$ cat src/rtl/ir_frame_encoder_pkg.sv
// Shared IR symbol encoding (mark/space codes) and encoder/issuer state types.
// IR_FRAME_ENCODER_REPEAT_EN adds the repeat-code leader-space state.
package ir_pkg;

    localparam logic [4:0] IR_SYM_IDLE = 5'h10;

    typedef enum logic [2:0] {
        S_IDLE,
        S_LEAD_M,
        S_LEAD_S,
        S_BIT_M,
        S_BIT_S,
        S_STOP_M,
        S_END
`ifdef IR_FRAME_ENCODER_REPEAT_EN
        , S_REP_S
`endif
    } ir_enc_state_e;

    typedef enum logic [1:0] {
        ISS_IDLE,
        ISS_GUARD,
        ISS_WAIT
    } ir_iss_state_e;

    // Lengths are 1..15, so neither direction can wrap the 5-bit code.
    function automatic logic [4:0] mark(input logic [3:0] n);
        return IR_SYM_IDLE + {1'b0, n};
    endfunction

    function automatic logic [4:0] space(input logic [3:0] n);
        return IR_SYM_IDLE - {1'b0, n};
    endfunction

endpackage

$ cat src/rtl/ir_frame_encoder_if.sv
// Frame-offer and modulator-symbol signals of the IR frame encoder.
// slave = encoder side, master = frame source plus modulator done return.
interface ir_frame_encoder_if;
    logic [31:0] frame_data;
    logic [5:0]  frame_bits;
    logic        frame_valid;
    logic        frame_ready;
    logic        rep_req;
    logic [4:0]  sym;
    logic        sym_load;
    logic        sym_done;
    logic        busy;
    logic        frame_sent;

    modport slave (
        input  frame_data, frame_bits, frame_valid, rep_req, sym_done,
        output frame_ready, sym, sym_load, busy, frame_sent
    );

    modport master (
        output frame_data, frame_bits, frame_valid, rep_req, sym_done,
        input  frame_ready, sym, sym_load, busy, frame_sent
    );
endinterface

$ cat src/rtl/ir_frame_encoder_sym_issuer.sv
// Issues one symbol to the modulator: load strobe, one guard edge, then waits for done.
module ir_sym_issuer
    import ir_pkg::*;
(
    input  logic       clk,
    input  logic       rstn,
    input  logic       start,
    input  logic [4:0] sym_in,
    output logic [4:0] sym,
    output logic       sym_load,
    input  logic       sym_done,
    output logic       complete
);

    ir_iss_state_e state;

    // Combinational so the FSM can queue the next symbol on the same edge.
    assign complete = (state == ISS_WAIT) && sym_done;

    always_ff @(posedge clk or negedge rstn) begin
        if (!rstn) begin
            state    <= ISS_IDLE;
            sym      <= IR_SYM_IDLE;
            sym_load <= 1'b0;
        end else begin
            sym_load <= 1'b0;
            case (state)
                ISS_IDLE: begin
                    if (start) begin
                        sym      <= sym_in;
                        sym_load <= 1'b1;
                        state    <= ISS_GUARD;
                    end
                end
                // The modulator latches the load on this edge; its done is stale here.
                ISS_GUARD: state <= ISS_WAIT;
                ISS_WAIT: begin
                    if (sym_done) state <= ISS_IDLE;
                end
                default: state <= ISS_IDLE;
            endcase
        end
    end

endmodule

$ cat src/rtl/ir_frame_encoder.sv
// IR frame encoder: serialises leader, LSB-first data bits and stop mark into modulator symbols.
// IR_FRAME_ENCODER_REPEAT_EN enables the repeat-code frame on rep_req.
//
// state    | meaning
// IDLE     | frame_ready high, waiting for frame_valid (or rep_req)
// LEAD_M   | leader mark in flight
// LEAD_S   | leader space in flight
// REP_S    | repeat-code leader space in flight (repeat build only)
// BIT_M    | data-bit mark in flight
// BIT_S    | data-bit space in flight, shift/count on completion
// STOP_M   | stop mark in flight
// END      | frame_sent pulse, back to IDLE
module ir_frame_encoder
    import ir_pkg::*;
#(
    parameter logic [3:0] LEAD_MARK  = 4'd15,
    parameter logic [3:0] LEAD_SPACE = 4'd8,
    parameter logic [3:0] BIT_MARK   = 4'd1,
    parameter logic [3:0] SPACE0     = 4'd1,
    parameter logic [3:0] SPACE1     = 4'd3,
    parameter logic [3:0] REP_SPACE  = 4'd4
) (
    input  logic                  clk,
    input  logic                  rstn,
    ir_frame_encoder_if.slave     bus
);

    ir_enc_state_e state;
    logic [31:0]   shift;
    logic [5:0]    bit_cnt;
    logic          start;
    logic [4:0]    next_sym;
    logic          complete;
    logic          frame_ready_q;
    logic          busy_q;
    logic          frame_sent_q;

    assign bus.frame_ready = frame_ready_q;
    assign bus.busy        = busy_q;
    assign bus.frame_sent  = frame_sent_q;

`ifdef IR_FRAME_ENCODER_REPEAT_EN
    logic rep_mode;
`else
    logic unused_rep;
    assign unused_rep = ^{bus.rep_req, REP_SPACE};
`endif

    always_ff @(posedge clk or negedge rstn) begin
        if (!rstn) begin
            state         <= S_IDLE;
            shift         <= '0;
            bit_cnt       <= '0;
            start         <= 1'b0;
            next_sym      <= IR_SYM_IDLE;
            frame_ready_q <= 1'b1;
            busy_q        <= 1'b0;
            frame_sent_q  <= 1'b0;
`ifdef IR_FRAME_ENCODER_REPEAT_EN
            rep_mode      <= 1'b0;
`endif
        end else begin
            start        <= 1'b0;
            frame_sent_q <= 1'b0;
            case (state)
                S_IDLE: begin
                    if (bus.frame_valid) begin
                        shift         <= bus.frame_data;
                        bit_cnt       <= (bus.frame_bits == 6'd0) ? 6'd32 : bus.frame_bits;
                        state         <= S_LEAD_M;
                        start         <= 1'b1;
                        next_sym      <= mark(LEAD_MARK);
                        frame_ready_q <= 1'b0;
                        busy_q        <= 1'b1;
                    end
`ifdef IR_FRAME_ENCODER_REPEAT_EN
                    else if (bus.rep_req) begin
                        rep_mode      <= 1'b1;
                        state         <= S_LEAD_M;
                        start         <= 1'b1;
                        next_sym      <= mark(LEAD_MARK);
                        frame_ready_q <= 1'b0;
                        busy_q        <= 1'b1;
                    end
`endif
                end
                S_LEAD_M: begin
                    if (complete) begin
                        start <= 1'b1;
`ifdef IR_FRAME_ENCODER_REPEAT_EN
                        if (rep_mode) begin
                            state    <= S_REP_S;
                            next_sym <= space(REP_SPACE);
                        end else begin
                            state    <= S_LEAD_S;
                            next_sym <= space(LEAD_SPACE);
                        end
`else
                        state    <= S_LEAD_S;
                        next_sym <= space(LEAD_SPACE);
`endif
                    end
                end
`ifdef IR_FRAME_ENCODER_REPEAT_EN
                S_REP_S: begin
                    if (complete) begin
                        state    <= S_STOP_M;
                        start    <= 1'b1;
                        next_sym <= mark(BIT_MARK);
                    end
                end
`endif
                S_LEAD_S: begin
                    if (complete) begin
                        state    <= S_BIT_M;
                        start    <= 1'b1;
                        next_sym <= mark(BIT_MARK);
                    end
                end
                S_BIT_M: begin
                    if (complete) begin
                        state    <= S_BIT_S;
                        start    <= 1'b1;
                        next_sym <= shift[0] ? space(SPACE1) : space(SPACE0);
                    end
                end
                S_BIT_S: begin
                    if (complete) begin
                        shift    <= {1'b0, shift[31:1]};
                        bit_cnt  <= bit_cnt - 6'd1;
                        start    <= 1'b1;
                        next_sym <= mark(BIT_MARK);
                        // Counter still holds the pre-decrement value here.
                        state    <= (bit_cnt != 6'd1) ? S_BIT_M : S_STOP_M;
                    end
                end
                S_STOP_M: begin
                    if (complete) state <= S_END;
                end
                S_END: begin
                    state         <= S_IDLE;
                    frame_sent_q  <= 1'b1;
                    frame_ready_q <= 1'b1;
                    busy_q        <= 1'b0;
`ifdef IR_FRAME_ENCODER_REPEAT_EN
                    rep_mode      <= 1'b0;
`endif
                end
                default: begin
                    state         <= S_IDLE;
                    frame_ready_q <= 1'b1;
                    busy_q        <= 1'b0;
                end
            endcase
        end
    end

    ir_sym_issuer u_issuer (
        .clk      (clk),
        .rstn     (rstn),
        .start    (start),
        .sym_in   (next_sym),
        .sym      (bus.sym),
        .sym_load (bus.sym_load),
        .sym_done (bus.sym_done),
        .complete (complete)
    );

endmodule

$ cat src/flat_wrapper.sv
// flat-port wrapper written by rule: the top's interface ports become plain ports
module ir_frame_encoder_flat import ir_pkg::*;
#(
    parameter logic [3:0] LEAD_MARK  = 4'd15,
    parameter logic [3:0] LEAD_SPACE = 4'd8,
    parameter logic [3:0] BIT_MARK   = 4'd1,
    parameter logic [3:0] SPACE0     = 4'd1,
    parameter logic [3:0] SPACE1     = 4'd3,
    parameter logic [3:0] REP_SPACE  = 4'd4
)
  (clk, rstn, bus_frame_data, bus_frame_bits, bus_frame_valid, bus_rep_req, bus_sym_done, bus_frame_ready, bus_sym, bus_sym_load, bus_busy, bus_frame_sent);
  ir_frame_encoder_if bus_i ();
  input  logic clk;
  input  logic rstn;
  input wire logic [$bits(bus_i.frame_data)-1:0] bus_frame_data;
  input wire logic [$bits(bus_i.frame_bits)-1:0] bus_frame_bits;
  input wire logic [$bits(bus_i.frame_valid)-1:0] bus_frame_valid;
  input wire logic [$bits(bus_i.rep_req)-1:0] bus_rep_req;
  input wire logic [$bits(bus_i.sym_done)-1:0] bus_sym_done;
  output wire logic [$bits(bus_i.frame_ready)-1:0] bus_frame_ready;
  output wire logic [$bits(bus_i.sym)-1:0] bus_sym;
  output wire logic [$bits(bus_i.sym_load)-1:0] bus_sym_load;
  output wire logic [$bits(bus_i.busy)-1:0] bus_busy;
  output wire logic [$bits(bus_i.frame_sent)-1:0] bus_frame_sent;
  assign bus_i.frame_data = bus_frame_data;
  assign bus_i.frame_bits = bus_frame_bits;
  assign bus_i.frame_valid = bus_frame_valid;
  assign bus_i.rep_req = bus_rep_req;
  assign bus_i.sym_done = bus_sym_done;
  assign bus_frame_ready = bus_i.frame_ready;
  assign bus_sym = bus_i.sym;
  assign bus_sym_load = bus_i.sym_load;
  assign bus_busy = bus_i.busy;
  assign bus_frame_sent = bus_i.frame_sent;
  ir_frame_encoder #(.LEAD_MARK(LEAD_MARK), .LEAD_SPACE(LEAD_SPACE), .BIT_MARK(BIT_MARK), .SPACE0(SPACE0), .SPACE1(SPACE1), .REP_SPACE(REP_SPACE)) u_core (.clk(clk), .rstn(rstn), .bus(bus_i));
endmodule
$ cat config.mk
export PLATFORM = sky130hd
export DESIGN_NAME = ir_frame_encoder_flat
export DESIGN_NICKNAME = d
export VERILOG_FILES = /design/src/rtl/ir_frame_encoder_pkg.sv /design/src/rtl/ir_frame_encoder_if.sv /design/src/rtl/ir_frame_encoder_sym_issuer.sv /design/src/rtl/ir_frame_encoder.sv /design/src/flat_wrapper.sv
export SDC_FILE = /design/constraint.sdc
export NUM_CORES = 1
export LEC_CHECK = 0
export ABC_CLOCK_PERIOD_IN_PS = 2230
export CAP_MARGIN = 25
export CORE_MARGIN = 3
export CORE_UTILIZATION = 52
export CTS_CLUSTER_SIZE = 40
export DETAILED_ROUTE_END_ITERATION = 8
export GPL_ROUTABILITY_DRIVEN = 0
export PLACE_DENSITY = 0.81
export SETUP_SLACK_MARGIN = 0.5
export SLEW_MARGIN = 20
export SYNTH_ARGS = -nofsm -noshare
export SYNTH_HDL_FRONTEND = slang
export SYNTH_HIERARCHICAL = 1
export SYNTH_SLANG_ARGS = --single-unit
$ cat constraint.sdc
create_clock -name clk -period 2.23 [get_ports clk]
set_input_delay 0.446 -clock clk [delete_from_list [all_inputs] [get_ports clk]]
set_output_delay 0.446 -clock clk [all_outputs]
set_load 0.02 [all_outputs]
run_1/clocks.png
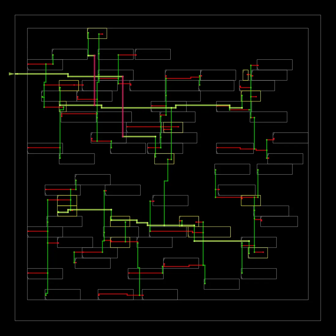
Layout Skew: 0.006880 ns
sequential cell count: 58

run_1/clk_routes.png
Drawn at 6 px/um.
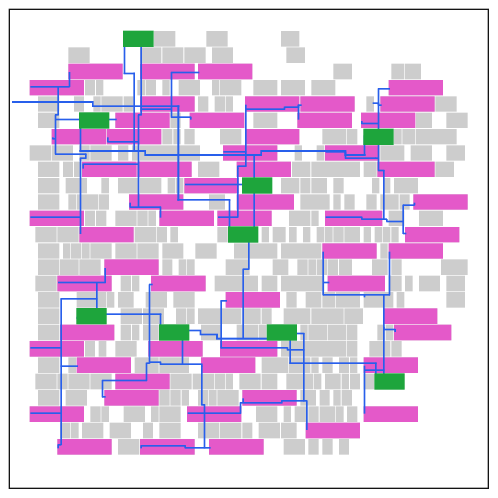
- clock wires: blue (length 727 um)
- clock drivers: green (count 9)
- flip-flops: magenta (count 58)
- flops lie: spread over the die
- routed clock nets: 10
Power Clock: 988 uW
clock network power share: 0.444
clk_lat worst skew: 0.33 ns

==> flow_summary_export.csv, run 1 <==
group,metric,value,unit
yosys,synth_nets,316,
critical_path,r2r_cells,4,
yosys,yosysTopAreaCell,"dfrtp_1",
yosys,netlist-cell-type-count,41,
routing,vias,2216,
run_status,status,"finished, final reports clean",
power,p_per_area,599.7,nW/um2
run,max_cap_violations,0,
critical_path,arrival,1.92,ns
critical_path,crit_top_cell,"o21ai_1",
placement,place_area,3410,um2
layout,instances_no_fill,404,
critical_path,crit_chain,"clkdlybuf4s50_1 -> nand2_1 -> nor2_2 -> buf_6 -> mux2_4 -> nand2_8 -> buf_4 -> o21ai_1 -> o21ai_1",
final_timing,max_slew_margin,0.6192,
critical_path,timing.rr.end,"u_core/shift[30]",
yosys,avgSynthCellArea,10.39,um2
routing,postRouteAntennaNets,0,
floorplanning,fp.dieW,79.60,um
critical_path,startpoint_type,"primary input",
critical_path,critical_path_class,"in2reg",
routing,remaining_drc_errors,0,
yosys,edf_count,0,
routing,drt-initial-drc-count,89,
clocking,clk_pin_slew_worst_paths,0.06,ns
critical_path,critPathLaunch,"bus_sym_done",
critical_path,reg2reg_slack,0.60,ns
layout,antennaDiodeCount,0,
yosys,ys_seq_share,0.5167,
final_timing,timing.final.ws_setup,0.5227,ns
layout,syn_to_final_growth,31.67,%
global_routing,grt_pass1_wl,10.04,mm
final_timing,slew_viol_final,0,
critical_path,cp-end-kind,"register",
yosys,synth_chip_area,2816,um2
yosys,ys_warn_count,6,
yosys,yosys_cells,271,
layout,nets,375,
power,leakagePower,1.722,nW
worst_hold_path,min_path_type,"in2async",
power,p_total,2.224,mW
power,ir_worst_vdd,0.4177,mV
run,warnings,28,
final_timing,setup_viol,0,
routing,via_per_inst,5.485,
placement,dp_hpwl,3.826,mm
floorplanning,fp-utilization,0.5445,
final_timing,tns,0,ns
final_timing,hold_viol_final,0,
clocking,numCtsBuffers,9,
critical_path,timing.rr.start,"u_core/state[1]",
floorplanning,ioPinCount,52,
global_routing,antenna_found_initial,0,
floorplanning,die_h,79.60,um
yosys,synthCells,271,
clocking,cts.htree.levels,3,
critical_path,worstPathMaxFanout,8,
final_timing,fmax,0.5857,GHz
yosys,area_leaders,"dfrtp_1 (49%), mux2i_1 (11%), o21ai_1 (6.8%)",
clocking,cts.sinks,58,
yosys,async_reset_ff_frac,1.000,
critical_path,critical_path.top_delay_family,"buffers and inverters",
floorplanning,chip_area,6335,um2
yosys,ys.flops,58,
routing,first_pass_iters,4,
layout,fin_area,3709,um2
final_timing,worstMarginPinSlew,0.5712,ns
global_routing,grt_pass1_vias,2191,
placement,portBuffers,50,
clocking,cts_tree,"yes",
global_routing,grt_max_degree,28,
critical_path,crit_path_top_delay_cell,"clkdlybuf4s50_1",
floorplanning,rows,26,
floorplanning,coreArea,5172,um2
global_routing,grt_overflow_total,0,
yosys,top_cell,"dfrtp_1",
clocking,cts_max_path_buffers,2,
critical_path,cp_slowest_stage_delay,0.47,ns
critical_path,crit_end,"u_core/bit_cnt[2]",
critical_path,path_depth,9,
critical_path,cp_num_buf_inv,3,
placement,dp.cells,384,
clocking,ctsHoldBuffers,0,
critical_path,cp.required,2.45,ns
final_timing,rsz0062_at_grt,"no",
clocking,root_buffer,"clkbuf_8",
final_timing,period_used_share,0.7656,
final_timing,fin_crit,1.707,ns
layout,drive_gt1_frac,0.1557,
yosys,synth-main-ff-cell,"dfrtp_1",
routing,routedWlPerCell,14.78,um
yosys,syn_area,2816,um2
yosys,common_cells,"dfrtp_1 (55), nand2_1 (42), o21ai_1 (38)",
placement,pre_cts_ws,0.1174,ns
yosys,synth_top_area_share,0.4887,
run_1/wires.png
Drawn at 3 px/um.
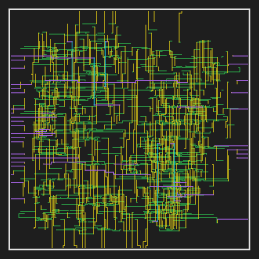
- metal 1: green (wire length 2,510 um)
- metal 3: purple (wire length 379 um)
- metal 4: cyan (wire length 88.4 um)
- metal 2: yellow (wire length 3,000 um)
Total GRT Usage: 0.2053
DRT Wirelength: 5.972 mm

[run 1: through the flow]
stage / hold WS (ns) / util
6_report: 0.1032 / 0.7170
3_3_place_gp: 0.4661 / 0.6592
2_1_floorplan: 0.1504 / -
4_1_cts: 0.1103 / 0.7102
3_5_place_dp: 0.4746 / 0.6592
5_1_grt: 0.1310 / 0.7170
[run 1: worst min-delay path by stage]
stage	slack (ns)	startpoint	cells after the start	end
2_1_floorplan	0.15	rstn	0	u_core/bit_cnt[0]
3_3_place_gp	0.47	rstn	1	u_core/shift[10]
3_5_place_dp	0.47	rstn	1	u_core/shift[10]
4_1_cts	0.11	rstn	1	u_core/shift[10]
5_1_grt	0.13	rstn	1	u_core/shift[10]
6_report	0.10	rstn	1	u_core/shift[10]
[run 1: flip-flops by register name, indices dropped and copies added, names as in the netlist]
signal,flops
u_core/bit_cnt,6
u_core/bus.busy,1
u_core/bus.frame_ready,1
u_core/bus.frame_sent,1
u_core/next_sym,5
u_core/shift,32
u_core/start,1
u_core/state,3
u_core/u_issuer/state,2
u_core/u_issuer/sym,5
u_core/u_issuer/sym_load,1
[run 1: layout by cell type, fill, tap and decap left out, drive strengths merged, types with 2 or more instances in the layout]
cell,instances
a22oi,2
o21ai,42
mux2,8
o22ai,2
inv,6
buf,17
ha,2
nand2,42
nor3,4
nor2,17
a21o,2
a21oi,12
clkdlybuf4s50,41
nor3b,3
dfrtp,55
clkbuf,13
nand3b,2
dlygate4sd2,7
mux2i,34
nand2b,3
dfstp,3
[run 1: repair_timing]
item	4_1_cts	5_1_grt
buffers inserted	3	1
gates resized	11	10
cloned	1	0
setup endpoints to repair	38	40
pin swaps	1	1
[run 1: kinds of logic (layout without fill, tap and decap cells)]
family / Yosys count / in the layout / synth area share
compound gates: 68 / 68 / 0.1364
flops: 58 / 58 / 0.5167
buf+inv: 24 / 87 / 0.04798
simple gates: 76 / 76 / 0.1284
fa+ha+maj: 2 / 2 / 0.008884
mux: 42 / 42 / 0.1586
xor+xnor: 1 / 1 / 0.003110
[run 1: area by class of cell]
class,instances,area (um2)
Fill cell,378,1464
Sequential cell,58,1459
Multi-Input combinational cell,189,1257
Timing Repair Buffer,66,678.2
Clock buffer,13,168.9
Tap cell,70,87.58
Clock inverter,2,35.03
Inverter,6,22.52
[run 1: per-layer routing]
metal,vias to the layer above,track usage,share of wire
met4,0,0.07904,0.015
met1,1070,0.2452,0.42
met2,69,0.3356,0.50
met5,-,0,0
met3,10,0.07675,0.063
li1,1067,-,-
[run 1: where the power goes]
group / leakage (nW) / internal, mW / switching [mW]
Clock: 0.106 / 0.600 / 0.388
Combinational: 0.843 / 0.103 / 0.0730
Sequential: 0.774 / 1.06 / 0.00500
==> run 2, diff against run 1 <==
--- a/config.mk
+++ b/config.mk
@@ -5,7 +5,7 @@
 export SDC_FILE = /design/constraint.sdc
 export NUM_CORES = 1
 export LEC_CHECK = 0
-export ABC_CLOCK_PERIOD_IN_PS = 2230
+export ABC_CLOCK_PERIOD_IN_PS = 1700
 export CAP_MARGIN = 25
 export CORE_MARGIN = 3
 export CORE_UTILIZATION = 52
==> constraint.sdc (replaced) <==
create_clock -name clk -period 1.7 [get_ports clk]
set_input_delay 0.34 -clock clk [delete_from_list [all_inputs] [get_ports clk]]
set_output_delay 0.34 -clock clk [all_outputs]
set_load 0.02 [all_outputs]
run_2/clk_routes.png
Drawn at 6 px/um.
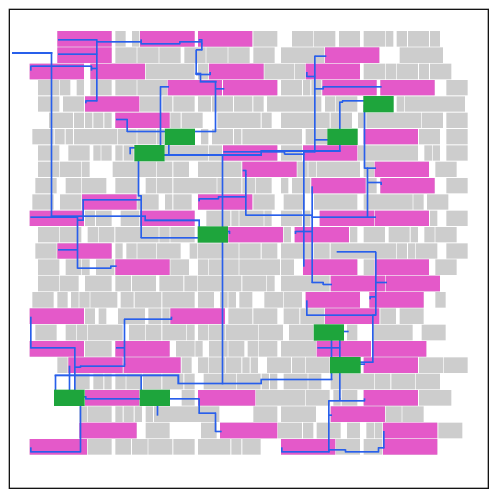
- clock wires: blue (length 773 um)
- flip-flops: magenta (count 58)
- clock drivers: green (count 9)
- routed clock nets: 10
Power Clock: 1.37 mW
Layout Skew: 0.01260 ns
clk_lat worst skew: 0.34 ns
clock network power share: 0.442

run_2/wires.png
Drawn at 3 px/um.
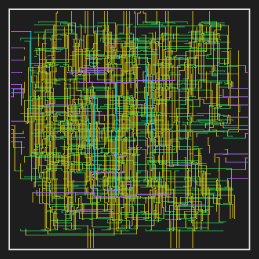
- metal 3: purple (wire length 424 um)
- metal 2: yellow (wire length 4,910 um)
- metal 4: cyan (wire length 220 um)
- metal 1: green (wire length 3,770 um)
WL/cell: 20.77 um
Total GRT Usage: 0.2568

==> run 2 against run 1 <==
Against the previous run: core utilization grew 16 points; wire length up 56%; sequential share of layout area decreased by 7.2 points; power is 40% higher; register-to-register slack worse by 0.52 ns; worst hold slack improved by 0.33 ns; flip-flop count stayed put; non-clock buffer count increased by 44; final area rose by 22%; clock skew is 0.0057 ns higher; critical path type is now reg2reg; count of clock-buffer cells in the layout shrank 4; global-route usage increased by 5.2 points.
==> flow_summary_export.csv, run 2 <==
group,metric,value,unit
run_status,status,"finished, final reports clean",
yosys,ys_seq_share,0.5167,
power,intPower,2.393,mW
yosys,ys.flops,58,
clocking,root_buffer,"clkbuf_8",
critical_path,crit_top_cell,"mux2i_4",
routing,postRouteAntennaNets,0,
critical_path,timing.rr.start,"u_core/u_issuer/state[0]",
layout,layout_top_cells,"dfrtp_1 (53), clkdlybuf4s50_1 (39), o21ai_1 (36), nand2_1 (33), mux2i_1 (27)",
critical_path,cp-end-kind,"register",
final_timing,fin_crit,1.625,ns
layout,nets,420,
final_timing,setup_viol,0,
layout,syn_to_final_growth,61.08,%
run,warnings,31,
layout,layout_top_cell,"dfrtp_1",
critical_path,crit_end,"u_core/next_sym[0]",
critical_path,critPathLaunch,"u_core/u_issuer/state[0]",
power,power_switching,711.3,uW
yosys,common_cells,"dfrtp_1 (55), nand2_1 (42), o21ai_1 (38)",
yosys,ys_warn_count,6,
run,max_cap_violations,0,
yosys,synth_top_area_share,0.4887,
yosys,yosys_cells,271,
yosys,synth_nets,316,
power,power_frac_comb,0.110,
layout,top_regs,"u_core/shift x32, u_core/bit_cnt x6",
layout,instances_no_fill,449,
yosys,area_leaders,"dfrtp_1 (49%), mux2i_1 (11%), o21ai_1 (6.8%)",
layout,fin_area,4537,um2
power,p_total,3.104,mW
final_timing,max_slew_margin,0.8035,
final_timing,period_used_share,0.9558,
layout,antennaDiodeCount,0,
yosys,netlist-cell-type-count,41,
routing,via_per_inst,5.800,
critical_path,crit_path_top_delay_cell,"dfrtp_1",
worst_hold_path,holdPathStages,3,
placement,portBuffers,50,
yosys,top_cell,"dfrtp_1",
power,ir_worst_vdd,0.8865,mV
global_routing,grt_pass1_vias,2573,
clocking,cts_max_path_buffers,2,
final_timing,slew_viol_final,0,
routing,remaining_drc_errors,0,
final_timing,rsz0062_at_grt,"yes",
critical_path,crit_chain,"nor2_1 -> buf_4 -> buf_6 -> mux2i_4 -> mux2i_4 -> mux2_4",
yosys,edf_count,0,
routing,wl,9.324,mm
yosys,syn_area,2816,um2
yosys,synth_chip_area,2816,um2
placement,dp_hpwl,3.880,mm
global_routing,grt_pass1_wl,12.45,mm
routing,vias,2604,
placement,place_area,3497,um2
critical_path,startpoint_type,"register",
yosys,async_reset_ff_frac,1.000,
global_routing,grt_overflow_total,0,
critical_path,r2r_cells,6,
final_timing,worstMarginPinSlew,0.2865,ns
critical_path,reg2reg_slack,0.08,ns
yosys,avgSynthCellArea,10.39,um2
critical_path,timing.rr.end,"u_core/next_sym[0]",
floorplanning,die_h,79.60,um
clocking,clk_pin_slew_worst_paths,0.06,ns
layout,fill_cells,211,
critical_path,cp.required,1.92,ns
floorplanning,ioPinCount,52,
final_timing,hold_ws,0.4313,ns
final_timing,fmax,0.6154,GHz
placement,dp.cells,394,
power,p_per_area,684.2,nW/um2
layout,largest_register_ffs,32,
power,p_seq_frac,0.447,
clocking,cts_tree,"yes",
floorplanning,fp-utilization,0.5445,
floorplanning,chip_area,6335,um2
critical_path,worstPathMaxFanout,3,
global_routing,antenna_found_initial,0,
floorplanning,fp.dieW,79.60,um
layout,drive_gt1_frac,0.3747,
layout,top_register,"u_core/shift",
power,leakagePower,2.078,nW
yosys,synthCells,271,
floorplanning,rows,26,
floorplanning,coreArea,5172,um2
worst_hold_path,min_path_type,"in2reg",
routing,first_pass_iters,4,
yosys,yosysTopAreaCell,"dfrtp_1",
global_routing,grt_max_degree,59,
critical_path,cp_slowest_stage_delay,0.39,ns
final_timing,hold_viol_final,0,
power,swShare,0.2292,
critical_path,critical_path_class,"reg2reg",
routing,drt-initial-drc-count,189,
clocking,cts.htree.levels,3,
critical_path,arrival,1.84,ns
yosys,synth-main-ff-cell,"dfrtp_1",
run_2/clocks.png
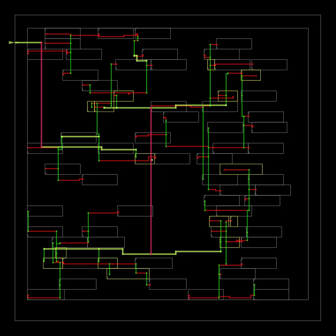
clock buffers: 9
Num CTS Buffers: 9
clk sinks: 58

run 2: area by class of cell:
cell class / count / area (um2) / share of cell area
clock buffers: 9 / 123.9 / 0.02730
clock inverters: 6 / 82.58 / 0.01820
inverters: 6 / 25.02 / 0.005516
multi-input cells: 190 / 1476 / 0.3254
flip-flops and latches: 58 / 1458 / 0.3213
well taps: 70 / 87.58 / 0.01931
repair buffers: 110 / 1284 / 0.2830
run 2: kinds of logic (layout without fill, tap and decap cells):
family	count (synthesis)	in the layout	share of synthesized area
buffers and inverters	24	131	0.04798
adders and majority gates	2	2	0.008884
DFF	58	58	0.5167
xor gates and xnor gates	1	1	0.003110
and+or+nand+nor	76	77	0.1284
AOI/OAI and AO/OA	68	68	0.1364
muxes	42	42	0.1586
run 2: critical path, delay by kind of cell, from the launching register on:
kind	cells	cell delay, ns
simple gates	1	0.14
mux	3	0.70
buf+inv	2	0.28
flops	1	0.39
run 2: per-layer routing:
| metal | wire, um | global-route usage | part of all wire | up-vias |
|---|---|---|---|---|
| li1 | - | - | - | 1158 |
| met1 | 3772 | 0.3147 | 0.40 | 1327 |
| met2 | 4907 | 0.4399 | 0.53 | 99 |
| met3 | 424 | 0.06095 | 0.045 | 20 |
| met4 | 220 | 0.09278 | 0.024 | 0 |
| met5 | 0 | 0 | 0 | - |
run 2: stage by stage:
stage	TNS [ns]	util	worst slack, ns
after floorplan	0	-	0.2079
after global placement	-8.414	0.6761	-0.3372
after detailed placement	-9.888	0.6761	-0.3790
after CTS	0	0.8186	0.2201
after global routing	0	0.8771	0.01118
final	0	0.8771	0.07508
run 2: power by group through the flow:
| stage | logic, mW | clock network [mW] | registers, mW |
|---|---|---|---|
| finish | 0.342 | 1.37 | 1.39 |
| global route | 0.358 | 1.45 | 1.39 |
| CTS | 0.294 | 1.37 | 1.39 |
| detailed placement | 0.239 | 0 | 1.41 |
| global placement | 0.238 | 0 | 1.41 |
| floorplan | 0.0886 | 0 | 1.41 |
run 2: worst min-delay path by stage:
stage                       from                  endpoint  slack (ns)
floorplan                   rstn         u_core/bit_cnt[0]        0.04
global placement            rstn          u_core/shift[25]        0.37
global route        bus_sym_done  u_core/u_issuer/state[1]        0.44
CTS                 bus_sym_done  u_core/u_issuer/state[1]        0.41
finish              bus_sym_done  u_core/u_issuer/state[1]        0.43
detailed placement          rstn          u_core/shift[25]        0.36
run 2: what timing repair did:
item | CTS | global route
pin swaps | 18 | 21
endpoints found under the hold margin | 8 | 0
endpoints found under the setup margin | 61 | 62
gates resized | 96 | 50
cloned | 4 | 2
hold buffers | 1 | 0
setup buffers | 27 | 6
Power and IR drop assume default switching activity.
